drive_strength.png
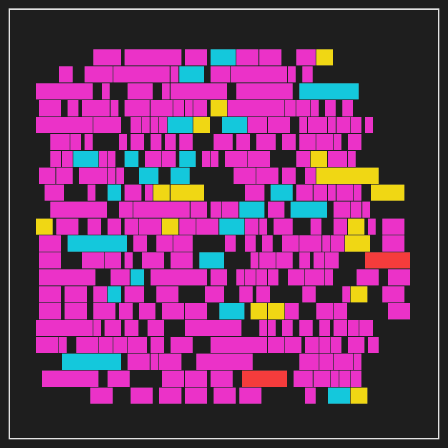
registers.png
Other sequential cells in the stronger grey, the rest of the logic in the fainter grey.
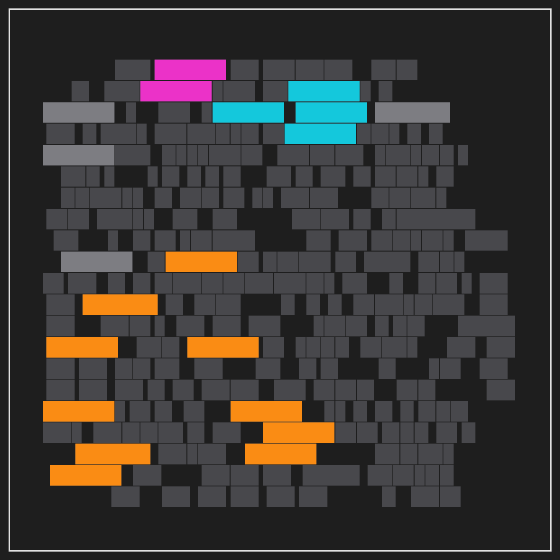
density.png
The die is cut into 7 by 7 equal tiles; black is low, pale yellow is high, 0 to 100% covered.
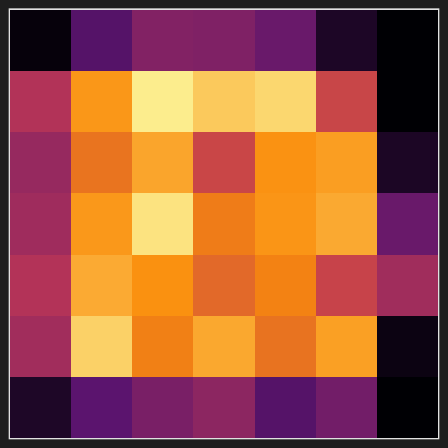
final_congestion.png
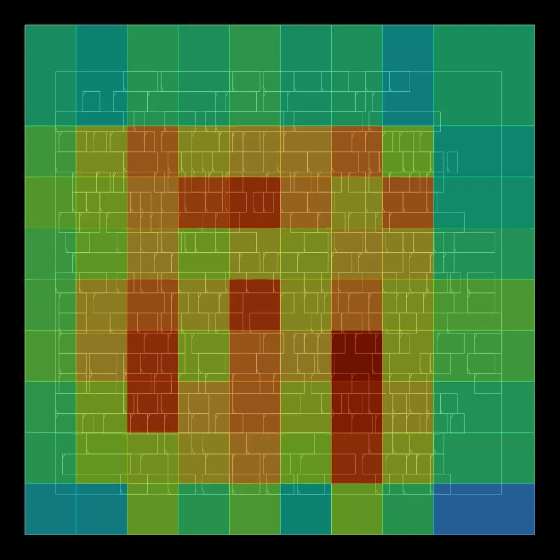
cell_classes.png
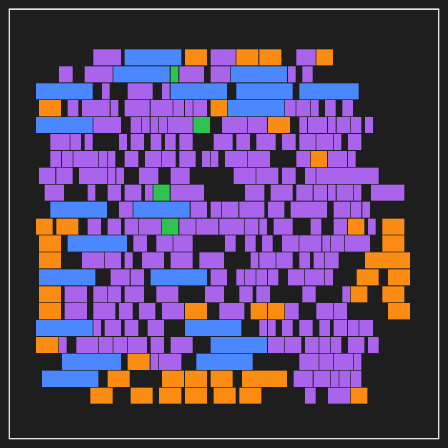
==> src/rtl/rideup_pkg.sv <==
// Shared types and constants for the elevator request path.
package rideup_pkg;

    // Default number of floors served by the request stage.
    localparam int FLOORS_DEFAULT = 10;

    // Floor index as carried on the floor/target buses.
    typedef logic [3:0] floor_t;

    // Scheduler FSM states.
    typedef enum logic [1:0] {
        IDLE = 2'd0,
        MOVE = 2'd1,
        DOOR = 2'd2
    } sched_state_t;

endpackage

==> src/rtl/next_floor_select.sv <==
// Combinational SCAN selector: nearest pending floor in the sweep direction,
// optionally reversing when nothing remains ahead.
module next_floor_select
    import rideup_pkg::*;
#(
    parameter int FLOORS = FLOORS_DEFAULT
) (
    input  logic [FLOORS-1:0] pending,
    input  logic [3:0]        floor,
    input  logic              dir_up,
    input  logic              allow_flip,
    output logic              valid,
    output logic [3:0]        sel_floor,
    output logic              flip
);

    logic   above_found_s;
    logic   below_found_s;
    floor_t above_s;
    floor_t below_s;

    // Find the lowest pending floor above and the highest pending floor below.
    always_comb begin
        above_found_s = 1'b0;
        below_found_s = 1'b0;
        above_s       = 4'd0;
        below_s       = 4'd0;
        // Descending scan: the last hit is the lowest floor above.
        for (int i = FLOORS - 1; i >= 0; i--) begin
            above_s       = (pending[i] && (floor_t'(i) > floor)) ? floor_t'(i) : above_s;
            above_found_s = above_found_s | (pending[i] && (floor_t'(i) > floor));
        end
        // Ascending scan: the last hit is the highest floor below.
        for (int i = 0; i < FLOORS; i++) begin
            below_s       = (pending[i] && (floor_t'(i) < floor)) ? floor_t'(i) : below_s;
            below_found_s = below_found_s | (pending[i] && (floor_t'(i) < floor));
        end
    end

    // Prefer the sweep direction; reverse only when allowed and needed.
    always_comb begin
        valid     = 1'b0;
        sel_floor = 4'd0;
        flip      = 1'b0;
        if (dir_up) begin
            if (above_found_s) begin
                valid     = 1'b1;
                sel_floor = above_s;
            end else if (allow_flip && below_found_s) begin
                valid     = 1'b1;
                sel_floor = below_s;
                flip      = 1'b1;
            end else begin
                valid     = 1'b0;
            end
        end else begin
            if (below_found_s) begin
                valid     = 1'b1;
                sel_floor = below_s;
            end else if (allow_flip && above_found_s) begin
                valid     = 1'b1;
                sel_floor = above_s;
                flip      = 1'b1;
            end else begin
                valid     = 1'b0;
            end
        end
    end

endmodule

==> src/rtl/call_scheduler.sv <==
// Request stage: latches floor calls, picks the next stop (SCAN), drives the
// desired-floor bus and sequences the door dwell at each stop.
module call_scheduler
    import rideup_pkg::*;
#(
    parameter int FLOORS = FLOORS_DEFAULT,
    parameter int DWELL  = 4
) (
    input  logic              clk,
    input  logic              reset,
    input  logic [FLOORS-1:0] call,
    input  logic [3:0]        floor,
    output logic [3:0]        target,
    output logic              door_open,
    output logic [FLOORS-1:0] pending,
    output logic              dir_up
);

    localparam int              DW_W       = (DWELL > 1) ? $clog2(DWELL) : 1;
    localparam logic [DW_W-1:0] DWELL_LOAD = DW_W'(DWELL - 1);
    localparam floor_t          LAST_FLOOR = floor_t'(FLOORS - 1);

    sched_state_t      state_r, state_s;
    logic [FLOORS-1:0] pending_r, pending_s;
    floor_t            target_r, target_s;
    logic              dir_up_r, dir_up_s;
    logic              door_open_r, door_open_s;
    logic [DW_W-1:0]   dwell_r, dwell_s;

    logic [FLOORS-1:0] floor_onehot_s;
    logic [FLOORS-1:0] clear_mask_s;
    logic              floor_valid_s;
    logic              here_s;
    logic              call_here_s;
    logic              allow_flip_s;
    logic              sel_valid_s;
    floor_t            sel_floor_s;
    logic              sel_flip_s;

    // An out-of-range floor yields an all-zero one-hot, so it never clears or matches.
    assign floor_valid_s  = (floor <= LAST_FLOOR);
    assign floor_onehot_s = {{(FLOORS-1){1'b0}}, 1'b1} << floor;
    assign here_s         = floor_valid_s & (|(pending_r & floor_onehot_s));
    assign call_here_s    = floor_valid_s & (|(call & floor_onehot_s));
    // Reversal is only considered when planning from rest.
    assign allow_flip_s   = (state_r == IDLE);

    next_floor_select #(
        .FLOORS (FLOORS)
    ) u_select (
        .pending    (pending_r),
        .floor      (floor),
        .dir_up     (dir_up_r),
        .allow_flip (allow_flip_s),
        .valid      (sel_valid_s),
        .sel_floor  (sel_floor_s),
        .flip       (sel_flip_s)
    );

    // Next-state, request latch and output decisions.
    always_comb begin
        state_s      = state_r;
        target_s     = target_r;
        dir_up_s     = dir_up_r;
        door_open_s  = door_open_r;
        dwell_s      = dwell_r;
        clear_mask_s = {FLOORS{1'b0}};
        if (!floor_valid_s) begin
            // Invalid floor reading: freeze the FSM and target, keep latching calls.
            state_s = state_r;
        end else begin
            case (state_r)
                IDLE: begin
                    if (here_s) begin
                        state_s      = DOOR;
                        door_open_s  = 1'b1;
                        dwell_s      = DWELL_LOAD;
                        target_s     = floor;
                        clear_mask_s = floor_onehot_s;
                    end else if (sel_valid_s) begin
                        state_s  = MOVE;
                        target_s = sel_floor_s;
                        dir_up_s = sel_flip_s ? ~dir_up_r : dir_up_r;
                    end else begin
                        // Nothing to do: F equals C so the datapath stays disabled.
                        target_s = floor;
                    end
                end
                MOVE: begin
                    if ((floor == target_r) && here_s) begin
                        state_s      = DOOR;
                        door_open_s  = 1'b1;
                        dwell_s      = DWELL_LOAD;
                        clear_mask_s = floor_onehot_s;
                    end else if (sel_valid_s) begin
                        // Forward-only re-evaluation picks up calls between floor and target.
                        target_s = sel_floor_s;
                    end else begin
                        // Nothing ahead any more: replan from rest.
                        state_s = IDLE;
                    end
                end
                DOOR: begin
                    clear_mask_s = floor_onehot_s;
                    target_s     = floor;
                    if (call_here_s) begin
                        dwell_s = DWELL_LOAD;
                    end else if (dwell_r == {DW_W{1'b0}}) begin
                        door_open_s = 1'b0;
                        state_s     = IDLE;
                    end else begin
                        dwell_s = dwell_r - 1'b1;
                    end
                end
                default: begin
                    state_s     = IDLE;
                    door_open_s = 1'b0;
                    dwell_s     = {DW_W{1'b0}};
                end
            endcase
        end
        pending_s = (pending_r | call) & ~clear_mask_s;
    end

    // State and output registers with asynchronous reset.
    always_ff @(posedge clk or posedge reset) begin
        if (reset) begin
            state_r     <= IDLE;
            pending_r   <= {FLOORS{1'b0}};
            target_r    <= 4'd0;
            dir_up_r    <= 1'b1;
            door_open_r <= 1'b0;
            dwell_r     <= {DW_W{1'b0}};
        end else begin
            state_r     <= state_s;
            pending_r   <= pending_s;
            target_r    <= target_s;
            dir_up_r    <= dir_up_s;
            door_open_r <= door_open_s;
            dwell_r     <= dwell_s;
        end
    end

    assign target    = target_r;
    assign door_open = door_open_r;
    assign pending   = pending_r;
    assign dir_up    = dir_up_r;

endmodule

==> config.mk <==
export PLATFORM = sky130hd
export DESIGN_NAME = call_scheduler
export DESIGN_NICKNAME = d
export VERILOG_FILES = /design/src/rtl/rideup_pkg.sv /design/src/rtl/next_floor_select.sv /design/src/rtl/call_scheduler.sv
export SDC_FILE = /design/constraint.sdc
export NUM_CORES = 1
export LEC_CHECK = 0
export CORE_MARGIN = 4
export CORE_UTILIZATION = 56
export CTS_BUF_LIST = sky130_fd_sc_hd__clkbuf_4
export DETAILED_ROUTE_END_ITERATION = 6
export PLACE_DENSITY = 0.83
export SETUP_SLACK_MARGIN = 0.2
export SYNTH_ARGS = -nofsm -noshare
export SYNTH_HDL_FRONTEND = slang
export SYNTH_HIERARCHICAL = 1
export SYNTH_SLANG_ARGS = --single-unit
==> constraint.sdc <==
create_clock -name clk -period 3.5 [get_ports clk]
set_clock_uncertainty 0.2 [all_clocks]
set_input_delay 0.35 -clock clk [delete_from_list [all_inputs] [get_ports clk]]
set_output_delay 0.35 -clock clk [all_outputs]
set_load 0.1 [all_outputs]
==> results_tabular.tex <==
% Table of physical implementation metrics
\begin{tabular}{lr}
\hline
Metric & Value \\
\hline
\multicolumn{2}{l}{\textbf{Outcome}} \\
Outcome & complete, no violations \\
\multicolumn{2}{l}{\textbf{Setup path}} \\
Req. time, crit path & 3.49 ns \\
Cell-by-cell trace of the critical path & clkdlybuf4s50\_1 -> buf\_4 -> nor3\_1 -> nand2\_1 -> o21ai\_0 -> nor3\_2 -> buf\_4 -> a31oi\_1 -> buf\_4 -> o21ai\_2 -> a21boi\_2 -> mux2\_2 \\
Number of buffer and inverter stages on the critical path & 4 \\
End of the critical path & target[0] \\
Worst path top cell family by delay & buffers and inverters \\
Worst Setup Start Kind & primary input \\
Worst reg2reg path endpoint & target[0] \\
Number of stages on the worst setup path & 12 \\
Maximum cell stage delay along the critical path & roughly 0.55 ns \\
Reg2Reg Launch Point & pending[5] \\
Category of the worst setup path capture point & flop \\
Crit-path slowest cell & clkdlybuf4s50\_1 \\
Launching element of the worst setup path & floor[1] \\
Slack of the worst reg-to-reg path & 0.58 ns \\
Type of the worst setup path & in -> reg \\
Depth of the worst register-to-register path & 9 \\
Crit-path most repeated cell & buf\_4 \\
\multicolumn{2}{l}{\textbf{Final layout}} \\
Area overhead of the layout relative to synthesis & 19.1\% \\
Footprint of the flip-flops and latches & 504 µm² \\
Number of diodes & 0 \\
Buffers, non-clock & roughly 40 \\
Final cell count without fillers & 321 \\
Area of combinational cells with multiple inputs & $\sim$1400 µm² \\
Share of final layout cell area taken by clock buffers and inverters & around 1.1\% \\
Final-layout clock buffer total & 3 \\
Non-clock inverter total of the final layout & 18 \\
Final cell area excluding filler cells & $\sim$2500 µm² \\
Flop share of the area & a little over 20\% \\
Fraction of area in non-clock buffers & 16.1\% \\
Most common logic cells in the final layout & 29 x clkdlybuf4s50\_1, 18 x inv\_1, 17 x dfrtp\_1 \\
Number of flip-flops under the largest register name & 10 \\
Share of post-route cells with drive strength above 1 & between 10\% and 20\% \\
Multi-input logic portion of the cell area & 57.3\% \\
Comb gates & just under 200 \\
Final net count & $\sim$300 \\
\multicolumn{2}{l}{\textbf{Synthesis}} \\
Synthesis warning total & 6 \\
Sequential cell area fraction in the yosys report & between 20 and 25\% \\
XOR Share, Synth & under 10\% \\
Synth Flop Type & dfrtp\_1 \\
Dominant non-sequential cell family after synthesis & AND-OR/OR-AND gates \\
Instance tally after logic synthesis & roughly 250 \\
Yosys-reported design area after synthesis & approximately 2100 µm² \\
Largest type area fraction & a little under a quarter \\
Number of library cell types mapped by synthesis & around 68 \\
Largest cells by area & dfrtp\_1 23\%, o32a\_1 4.8\%, mux2\_2 4.3\% \\
Top cell type by total area after synthesis & dfrtp\_1 \\
Most frequent cell after synthesis & dfrtp\_1 \\
Commonest cells in the netlist & 19 x dfrtp\_1, 18 x inv\_1, 16 x a21oi\_1, 13 x nand2\_1, 11 x nor2\_1 \\
Multiplexer area fraction after synthesis & 6.64\% \\
Simple-gate portion of the synthesized area & $\sim$20\% \\
Registers, synthesis & 20 \\
Total cells reported by yosys after synthesis & between 200 and 250 \\
Proportion of synthesized flip-flops having asynchronous set or reset & 100\% \\
Area of the mapped netlist & 2070 µm² \\
Average size of a mapped cell & about 8.4 µm² \\
Area fraction in full adders, half adders and majority gates & approximately 3.0\% \\
\multicolumn{2}{l}{\textbf{Clock tree}} \\
Latest clock arrival within the worst-skew pair & 0.30 ns \\
Maximum buffer depth of the clock tree & 2 \\
CTS H-tree lvls & 1 \\
Clock tree from TritonCTS & built \\
Cell resize tally after clock tree synthesis & 0 \\
CTS Sinks & 20 \\
Clock edge transition at the registers on the reported setup and hold paths & about 0.12 ns \\
CTS root buffer & clkbuf\_4 \\
Post-CTS setup buffers & 0 \\
\multicolumn{2}{l}{\textbf{Place}} \\
Final HPWL from detailed placement & around 4.0 mm \\
Cell area after placement & $\sim$2400 µm² \\
Post-Place Setup Slack & about 0.11 ns \\
Tally of buffers added on design ports & 31 \\
Placed insts & around 320 \\
Routability cong. & around 0.95 \\
\multicolumn{2}{l}{\textbf{Route}} \\
1st-iter DRT viols & 311 \\
Met2 layer wire length in the routed design & approximately 2.7 mm \\
Total length of routed wires & approximately 5.5 mm \\
DRC violation count after routing & 0 \\
Count of vias placed by the detailed router & approximately 2100 \\
Length of routed met3 wiring & about 340 µm \\
Antenna viol nets, final & 0 \\
Drt first pass iters & 4 \\
Number of vias per cell & 6.40 \\
Wire length on met1 & $\sim$2.4 mm \\
Highest layer used for signal routing & met4 \\
\multicolumn{2}{l}{\textbf{STA}} \\
Achievable clock frequency & between 0.3 and 0.4 GHz \\
Number of pins with negative max-slew slack in the final report & 0 \\
Actual slew at the worst max-slew pin & 0.990 ns \\
Min Tclk post-route & 3.14 ns \\
Unrepaired setup endpoints after global routing & false \\
Setup Total Neg Slack & 0 ns \\
Worst hold margin & 0.270 ns \\
Final hold violation count & 0 \\
Final count of negative-setup-slack endpoints & 0 \\
Final cycle utilization of the critical path & about nine tenths \\
\multicolumn{2}{l}{\textbf{GRT}} \\
Maximum number of pins on one net before global-route repair & 34 \\
First-pass GRT wire length & roughly 9 mm \\
Antenna violations before repair & 0 \\
Gr usage total & 24.3\% \\
Met2 global-route usage & between 40 and 50\% \\
Vias in the first global route & between 1500 and 2000 \\
Global routing's busiest layer & met2 \\
Global-route met3 utilization & under 10\% \\
\multicolumn{2}{l}{\textbf{Power}} \\
Seq pwr & between 0.0003 and 0.0004 W \\
P\_int & between 0.0006 and 0.0007 W \\
Portion of total power attributed to sequential cells & about a quarter \\
Power in combinational cells & a little over 0.0009 W \\
Maximum vdd drop & $\sim$0.65 mV \\
Leakage power & roughly 0.94 nW \\
Overall power after layout & between 0.001 and 0.0015 W \\
Switching Power & 0.000725 W \\
Clock Power & about 0.00011 W \\
\multicolumn{2}{l}{\textbf{Die}} \\
Number of tapcells & between 40 and 50 \\
Floorplan die area & between 4000 and 5000 µm² \\
Die outline height & 68.8 µm \\
IO Count & 32 \\
Die X & a little under 70 µm \\
\multicolumn{2}{l}{\textbf{Job}} \\
Number of max-capacitance violations reported & 0 \\
Count of tool warnings & 29 \\
\hline
\end{tabular}
## Picture notes: drive_strength.png
magenta -> drive 1 or less  # cells 235, share 85%, most used clkdlybuf4s50_1
yellow -> drive 3 to 4  # cells 16, share 5.8%, most used buf_4
red -> drive 6 and up  # cells 2, share 0.73%, most used buf_12
cyan -> drive 2  # cells 22, share 8.0%, most used mux2_2

## Picture notes: registers.png
magenta -> `state_r`  # sequential cells 2
orange -> `pending`  # sequential cells 10
cyan -> `target`  # sequential cells 4, where top middle

## Picture notes: density.png
densest ninth of the die = middle
mean over tiles = 51%
emptiest ninth of the die = top right
tiles over 75% full = 33%
nearly empty tiles = 8.2%
pre-placement core utilization: 60.2%
Core Box Area: 3440 µm²
share of the core filled with cells: 71.7%

## Picture notes: final_congestion.png
average routed wire per standard cell: 17.0 µm
met1 track utilization from global routing: 33.3%

## Picture notes: cell_classes.png
orange -> other buffers and delay cells  # cells 40, share of their area 17%
blue -> flops  # cells 20, share of their area 21%
purple -> all other logic  # cells 211, share of their area 61%
green -> clock drivers and dummy loads  # cells 4, share of their area 1.1%

No activity file was given, so power comes from the tool's default toggle rates.
